===== src/rtl/datapath_param.sv =====
// Parametrised shared-bus datapath: register file, sequential ALU with iterative shifter, RAM behind MAR.
// Define DATAPATH_FLAGS_EN to add the o_aluFlags {carry, zero} output.
module datapath_param #(
    parameter int DATA_WIDTH     = 8,
    parameter int REG_COUNT      = 4,
    parameter int RAM_ADDR_WIDTH = 8
) (
    input  logic                         i_clk,
    input  logic                         i_reset,
    input  logic                         i_busOverrideEn,
    input  logic [DATA_WIDTH-1:0]        i_busOverride,
    input  logic                         i_ctrlRegWr,
    input  logic [$clog2(REG_COUNT)-1:0] i_ctrlRegWrSel,
    input  logic                         i_ctrlRegBusEn,
    input  logic [$clog2(REG_COUNT)-1:0] i_ctrlRegBusSel,
    input  logic [$clog2(REG_COUNT)-1:0] i_ctrlAluASel,
    input  logic                         i_ctrlAluBWr,
    input  logic [1:0]                   i_ctrlAluOp,
    input  logic                         i_ctrlAluShiftLeft,
    input  logic                         i_ctrlAluStart,
    input  logic                         i_ctrlAluOE,
    input  logic                         i_ctrlRamAddressEn,
    input  logic                         i_ctrlRamWriteEn,
    input  logic                         i_ctrlRamOE,
    output logic [DATA_WIDTH-1:0]        o_bus,
    output logic                         o_aluBusy,
    output logic                         o_aluDone,
`ifdef DATAPATH_FLAGS_EN
    output logic [1:0]                   o_aluFlags,
`endif
    output logic                         o_busConflict
);

    localparam int CW = $clog2(DATA_WIDTH + 1);

    typedef enum logic {IDLE, SHIFT} state_t;

    state_t                    r_state;
    state_t                    w_next;
    logic [DATA_WIDTH-1:0]     r_regs [REG_COUNT];
    logic [DATA_WIDTH-1:0]     r_mem [2**RAM_ADDR_WIDTH];
    logic [RAM_ADDR_WIDTH-1:0] r_mar;
    logic [DATA_WIDTH-1:0]     r_b;
    logic [DATA_WIDTH-1:0]     r_result;
    logic [DATA_WIDTH-1:0]     r_pendVal;
    logic                      r_pend;
    logic                      r_done;
    logic [DATA_WIDTH-1:0]     r_work;
    logic [CW-1:0]             r_cnt;
    logic                      r_shl;
    logic                      r_conflict;
    logic [DATA_WIDTH-1:0]     w_bus;
    logic [DATA_WIDTH-1:0]     w_a;
    logic [DATA_WIDTH-1:0]     w_aluRes;
    logic [DATA_WIDTH-1:0]     w_shifted;
    logic [CW-1:0]             w_cnt;
    logic [2:0]                w_nsrc;
    logic                      w_accept;
    logic                      w_finish;
    logic                      w_isShift;

    always_comb begin
        w_bus = '0;
        if (i_busOverrideEn)     w_bus = i_busOverride;
        else if (i_ctrlRamOE)    w_bus = r_mem[r_mar];
        else if (i_ctrlAluOE)    w_bus = r_result;
        else if (i_ctrlRegBusEn) w_bus = r_regs[i_ctrlRegBusSel];
    end

    assign w_nsrc = {2'b00, i_busOverrideEn} + {2'b00, i_ctrlRamOE}
                  + {2'b00, i_ctrlAluOE} + {2'b00, i_ctrlRegBusEn};

    assign w_a       = r_regs[i_ctrlAluASel];
    assign w_cnt     = (r_b >= DATA_WIDTH'(DATA_WIDTH)) ? CW'(DATA_WIDTH) : CW'(r_b);
    assign w_isShift = (i_ctrlAluOp == 2'b11);
    assign w_shifted = r_shl ? {r_work[DATA_WIDTH-2:0], 1'b0}
                             : {1'b0, r_work[DATA_WIDTH-1:1]};

    // Zero-count shifts fall through to the one-edge pending path like add/sub/and.
    always_comb begin
        unique case (i_ctrlAluOp)
            2'b00:   w_aluRes = w_a + r_b;
            2'b01:   w_aluRes = w_a - r_b;
            2'b10:   w_aluRes = w_a & r_b;
            default: w_aluRes = w_a;
        endcase
    end

    always_comb begin
        w_next   = r_state;
        w_accept = 1'b0;
        w_finish = 1'b0;
        unique case (r_state)
            IDLE: begin
                if (i_ctrlAluStart) begin
                    w_accept = 1'b1;
                    if (w_isShift && w_cnt != '0) w_next = SHIFT;
                end
            end
            SHIFT: begin
                if (r_cnt == CW'(1)) begin
                    w_finish = 1'b1;
                    w_next   = IDLE;
                end
            end
            default: w_next = IDLE;
        endcase
    end

    always_ff @(posedge i_clk or posedge i_reset) begin
        if (i_reset) r_state <= IDLE;
        else         r_state <= w_next;
    end

`ifdef DATAPATH_FLAGS_EN
    logic [DATA_WIDTH:0] w_sumX;
    logic [DATA_WIDTH:0] w_diffX;
    logic                w_carry;
    logic                w_outBit;
    logic                r_pendCarry;
    logic [1:0]          r_flags;

    assign w_sumX   = {1'b0, w_a} + {1'b0, r_b};
    assign w_diffX  = {1'b0, w_a} - {1'b0, r_b};
    assign w_outBit = r_shl ? r_work[DATA_WIDTH-1] : r_work[0];

    always_comb begin
        unique case (i_ctrlAluOp)
            2'b00:   w_carry = w_sumX[DATA_WIDTH];
            2'b01:   w_carry = w_diffX[DATA_WIDTH];
            default: w_carry = 1'b0;
        endcase
    end

    always_ff @(posedge i_clk or posedge i_reset) begin
        if (i_reset) begin
            r_flags     <= 2'b00;
            r_pendCarry <= 1'b0;
        end else begin
            if (w_accept) r_pendCarry <= w_carry;
            if (r_pend)   r_flags <= {r_pendCarry, r_pendVal == '0};
            if (w_finish) r_flags <= {w_outBit, w_shifted == '0};
        end
    end

    assign o_aluFlags = r_flags;
`endif

    always_ff @(posedge i_clk or posedge i_reset) begin
        if (i_reset) begin
            r_result  <= '0;
            r_pendVal <= '0;
            r_pend    <= 1'b0;
            r_done    <= 1'b0;
            r_work    <= '0;
            r_cnt     <= '0;
            r_shl     <= 1'b0;
        end else begin
            r_done <= 1'b0;
            r_pend <= 1'b0;
            if (r_pend) begin
                r_result <= r_pendVal;
                r_done   <= 1'b1;
            end
            if (w_finish) begin
                r_result <= w_shifted;
                r_done   <= 1'b1;
            end else if (r_state == SHIFT) begin
                r_work <= w_shifted;
                r_cnt  <= r_cnt - CW'(1);
            end
            if (w_accept) begin
                if (w_isShift && w_cnt != '0) begin
                    r_work <= w_a;
                    r_cnt  <= w_cnt;
                    r_shl  <= i_ctrlAluShiftLeft;
                end else begin
                    r_pend    <= 1'b1;
                    r_pendVal <= w_aluRes;
                end
            end
        end
    end

    always_ff @(posedge i_clk or posedge i_reset) begin
        if (i_reset) begin
            for (int i = 0; i < REG_COUNT; i++) r_regs[i] <= '0;
            r_b        <= '0;
            r_mar      <= '0;
            r_conflict <= 1'b0;
        end else begin
            if (i_ctrlRegWr)        r_regs[i_ctrlRegWrSel] <= w_bus;
            if (i_ctrlAluBWr)       r_b <= w_bus;
            if (i_ctrlRamAddressEn) r_mar <= w_bus[RAM_ADDR_WIDTH-1:0];
            if (w_nsrc >= 3'd2 || (i_ctrlRamWriteEn && i_ctrlRamOE))
                r_conflict <= 1'b1;
        end
    end

    // RAM is not reset; a write while RAM drives the bus is dropped.
    always_ff @(posedge i_clk) begin
        if (i_ctrlRamWriteEn && !i_ctrlRamOE) r_mem[r_mar] <= w_bus;
    end

    assign o_bus         = w_bus;
    assign o_aluBusy     = (r_state == SHIFT);
    assign o_aluDone     = r_done;
    assign o_busConflict = r_conflict;

endmodule


===== config.mk =====
export PLATFORM = sky130hd
export DESIGN_NAME = datapath_param
export DESIGN_NICKNAME = d
export VERILOG_FILES = /design/src/rtl/datapath_param.sv
export SDC_FILE = /design/constraint.sdc
export NUM_CORES = 2
export LEC_CHECK = 0
export ABC_AREA = 1
export CAP_MARGIN = 15
export CORE_MARGIN = 5
export CORE_UTILIZATION = 40
export CTS_CLUSTER_DIAMETER = 30
export DETAILED_ROUTE_END_ITERATION = 6
export GPL_TIMING_DRIVEN = 0
export PLACE_DENSITY_LB_ADDON = 0.12
export SLEW_MARGIN = 30
export SYNTH_ARGS = -nofsm -noshare
export SYNTH_HDL_FRONTEND = slang
export SYNTH_SLANG_ARGS = --single-unit

===== constraint.sdc =====
create_clock -name i_clk -period 12.6 [get_ports i_clk]
set_input_delay 2.52 -clock i_clk [delete_from_list [all_inputs] [get_ports i_clk]]
set_output_delay 2.52 -clock i_clk [all_outputs]
set_load 0.05 [all_outputs]

**Layout detail**

The bar under the picture is 20 um long. Region (93, 93) to (143, 143) um. Cells in gray, sequential cells in the stronger gray; small squares are vias.
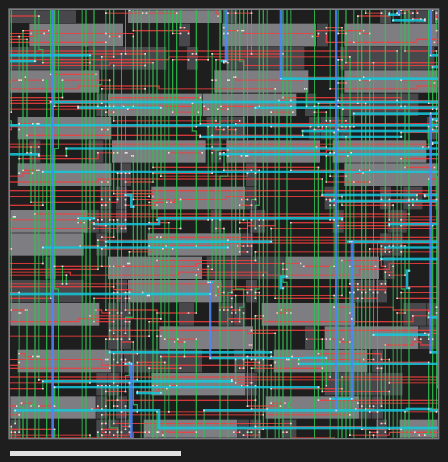
| color | layer |
|---|---|
| blue | metal 4 |
| red | metal 1 |
| cyan | metal 3 |
| green | metal 2 |
sequential cells in the window: 32
most frequent: nand2_1 (61), edfxtp_1 (32), clkbuf_16 (8)
cells with their middle in the window: 119
netlist names of flops here include: r_mem (32)

**Cell placement**

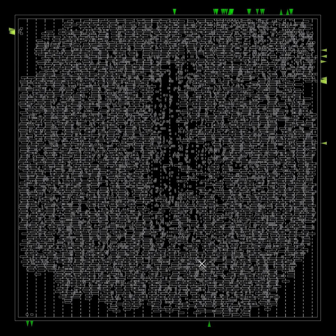
final cell count without fillers: 11,400
Rows: 170
floorplan core area: 214,000 um^2
Seq/total area: 0.589

**Routed metal per tile**

The bar under the picture is 100 um long. The die is cut into 24 by 24 equal tiles; black is low, pale yellow is high, scaled to the fullest tile. Values are wire area over tile area, all layers added.
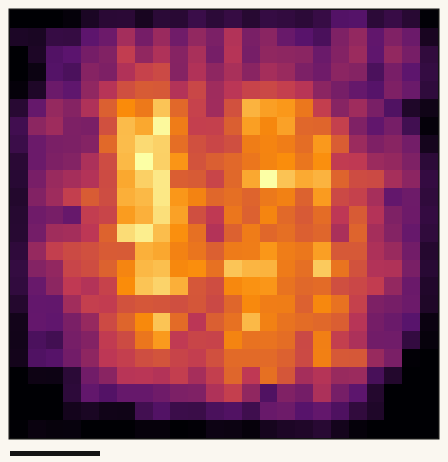
mean over tiles: 0.31
densest ninth of the die: middle
tiles over half the peak: 42%
Post-Route WL: 400 mm
via count: 65,100
Total GRT Usage: 0.350
WL/cell: 35.2 um

==> flow_summary.ini <==
; synthesis and place-and-route metrics
[setup_path]
regToRegStartpoint = r_mar[1]$_DFFE_PP0P_
rr_worst_depth = 19
cp-end-kind = output pin
path_max_fanout = 80
start_kind = register
crit_required_ns = 10.08
crit_end = o_bus[3]
ff2ff_setup_slack_ns = 7.02
timing.rr.end = r_mem[90][2]$_DFFE_PP_
critPathLaunch = r_mar[1]$_DFFE_PP0P_
cp.arrival_ns = 6.84

[power]
ir_drop_mv = 0.162
power_mw = 24.6
p_leak_nw = 40.7

[place]
portBuffers = 33
place_hpwl_mm = 278
place_congestion = 1.03

[outcome]
violations = design-rule violations
status = finished with violations

[global_route]
grt_pass1_vias = 59700
antenna_found_initial = 32
grt_pass1_wl_mm = 525
grt_overflow = 0
grt_max_degree = 101

[yosys]
yosys_cells = 7538
ys.warnings.count = 0
yosysChipArea_um2 = 86000
top_cells_by_area = edfxtp_1, nand2_1, dfrtp_1, nor2_1, nand4_1
netlist.top_cell.by_area = edfxtp_1
syn_area_per_cell_um2 = 11.4
synth_flops = 2129
topCombFamilyByArea = simple AND/OR/NAND/NOR gates
netlist.area_leader.share = 0.715
synth.net_count = 7580
yosys.area_share.aoi = 0.0269
synth_area_um2 = 86000
adder_share = 0.00221
edf_count = 2048
async_flop_share = 0.0380
synth_seq_share = 0.738
ys.flop_type = edfxtp_1
syn_inst = 7538
synthXorXnorAreaFrac = 0.000916
simple_gate_share = 0.206
ys_sh_mux = 0

[route]
drc = 5
via_per_inst = 5.73
dr.pass1.iters = 7
postRouteAntennaNets = 0
first_iter_violations = 10600

[final_timing]
rsz0062_at_grt = no
period_needed_ns = 9.36
finClkSkew_ns = 0.0831
slew_viol_final = 0
fin_tns_setup_ns = 0
period_used_share = 0.743
max-slew-margin-rel = 0.278
setup_viol = 0
hold_violations = 0
worst_pin_slew_ns = 1.08

[worst_hold_path]
worstHoldEndpoint = r_pendVal[0]$_DFFE_PP0P_
hold_path_startpoint = r_pendVal[0]$_DFFE_PP0P_
min_path_type = reg2reg
holdPathStages = 2

[clock_tree]
ctsRootBufferMaster = clkbuf_16
clk_pin_slew_worst_paths_ns = 0.05
h-tree-depth = 5
cts.repair.resized = 0
cts_buffer_depth = 4
post_cts_buffers = 0
clk_latency_ns = 1.02
cts_tree = yes
clkSinkCount = 2129
cts_buffers = 481
cts_hold_buf = 0

[floorplan]
die_h_um = 474
ios = 39
dieArea_um2 = 224000
fp_util = 0.401

[flow_run]
warnings = 35
maxCapViolations = 0

[layout]
final_common_cell = nand2_1
drive_gt1_frac = 0.147
layout.nets = 8154
final_cell_mix = nand2_1, edfxtp_1, clkbuf_16
**Register map, names as in the netlist**

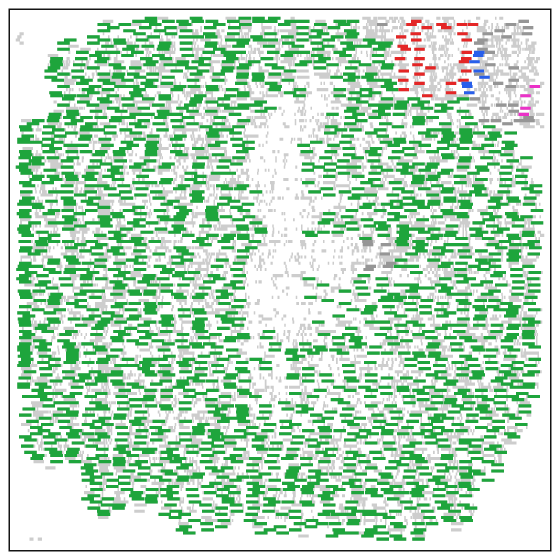
| color | name in the netlist | flops | where |
|---|---|---|---|
| red | r_regs | 32 | top right |
| blue | r_result | 8 | top right |
| green | r_mem | 2,048 | widely spread |
| magenta | r_cnt | 4 | top right |
not colored: 37

**Cells colored by class**

Fill, decap, tap and diode cells in gray.
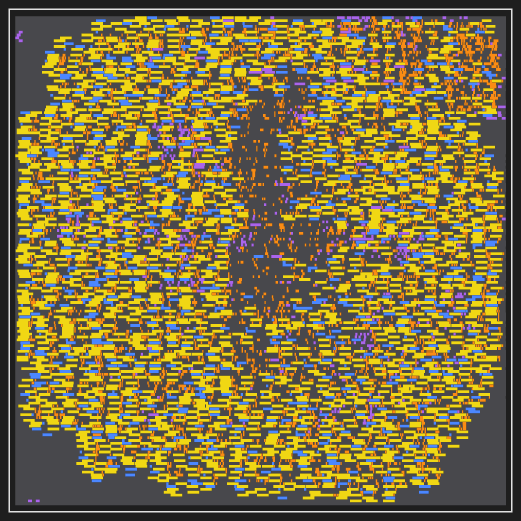
| color | class | cells | share of their area |
|---|---|---|---|
| orange | combinational and other logic | 5,027 | 20% |
| yellow | flops | 2,129 | 61% |
| purple | other buffers and delay cells | 473 | 3.3% |
| blue | clock drivers and dummy loads | 881 | 15% |
post-layout util: 0.503
final instance area: 108,000 um^2

==> area by class of cell <==
type	instances	area, um^2
diodes	16	40.0
plain buffers	382	1920
clock buffers	546	12400
clock inverters	335	3650
fillers	19100	107000
inverters	89	347
multi-input cells	4938	20800
flip-flops and latches	2129	63500
well taps	2838	3550
repair buffers	91	1520
==> power breakdown <==
part	internal, mW	switching, mW	leakage, nW
Clock	8.43	3.95	7.75
Sequential	8.14	0.0733	19.5
Combinational	0.742	3.22	13.4
==> critical path: stages (launching register included) <==
cell	delay, ns
dfrtp_1	0.33
buf_6	0.24
nand2_2	0.13
inv_2	0.45
buf_4	0.43
buf_2	0.51
nand2_1	0.11
nand4_1	0.22
nand2_1	0.08
nand2_1	0.20
o21ai_0	0.12
nand2_1	0.31
nor2_1	0.09
nor2_1	0.23
nor2_1	0.09
nand2_1	0.13
nand2_1	0.16
nand2_8	0.21
buf_16	0.26
buf_16	0.31
clkdlybuf4s50_1	0.91
==> per-stage QoR <==
step           cells  setup WS, ns  hold WS [ns]
2_1_floorplan   7538          4.68         0.449
4_1_cts        11300          3.38         0.485
6_report       11400          3.24         0.479
3_3_place_gp   10400       -0.0132         0.468
5_1_grt        11400          3.23         0.499
3_5_place_dp   10500          3.52         0.469
==> metal layers <==
layer  routed length, um  part of all wire  track usage  up-vias
li1                    -                 -            -    27100
met4               23700             0.059        0.177       10
met2              170000              0.43        0.511     4422
met1              158000              0.40        0.479    32600
met5                  66           0.00016            0        -
met3               48000              0.12        0.100      921
==> state kept, by name (all words and copies together), names as in the netlist <==
name / count
r_mar: 8
r_b: 8
r_regs: 32
r_result: 8
o_aluDone: 1
o_aluBusy: 1
r_pendVal: 8
o_busConflict: 1
r_pend: 1
r_work: 8
r_cnt: 4
r_mem: 2048
r_shl: 1
Power figures rest on the tool's default switching activity, not on a simulated workload.
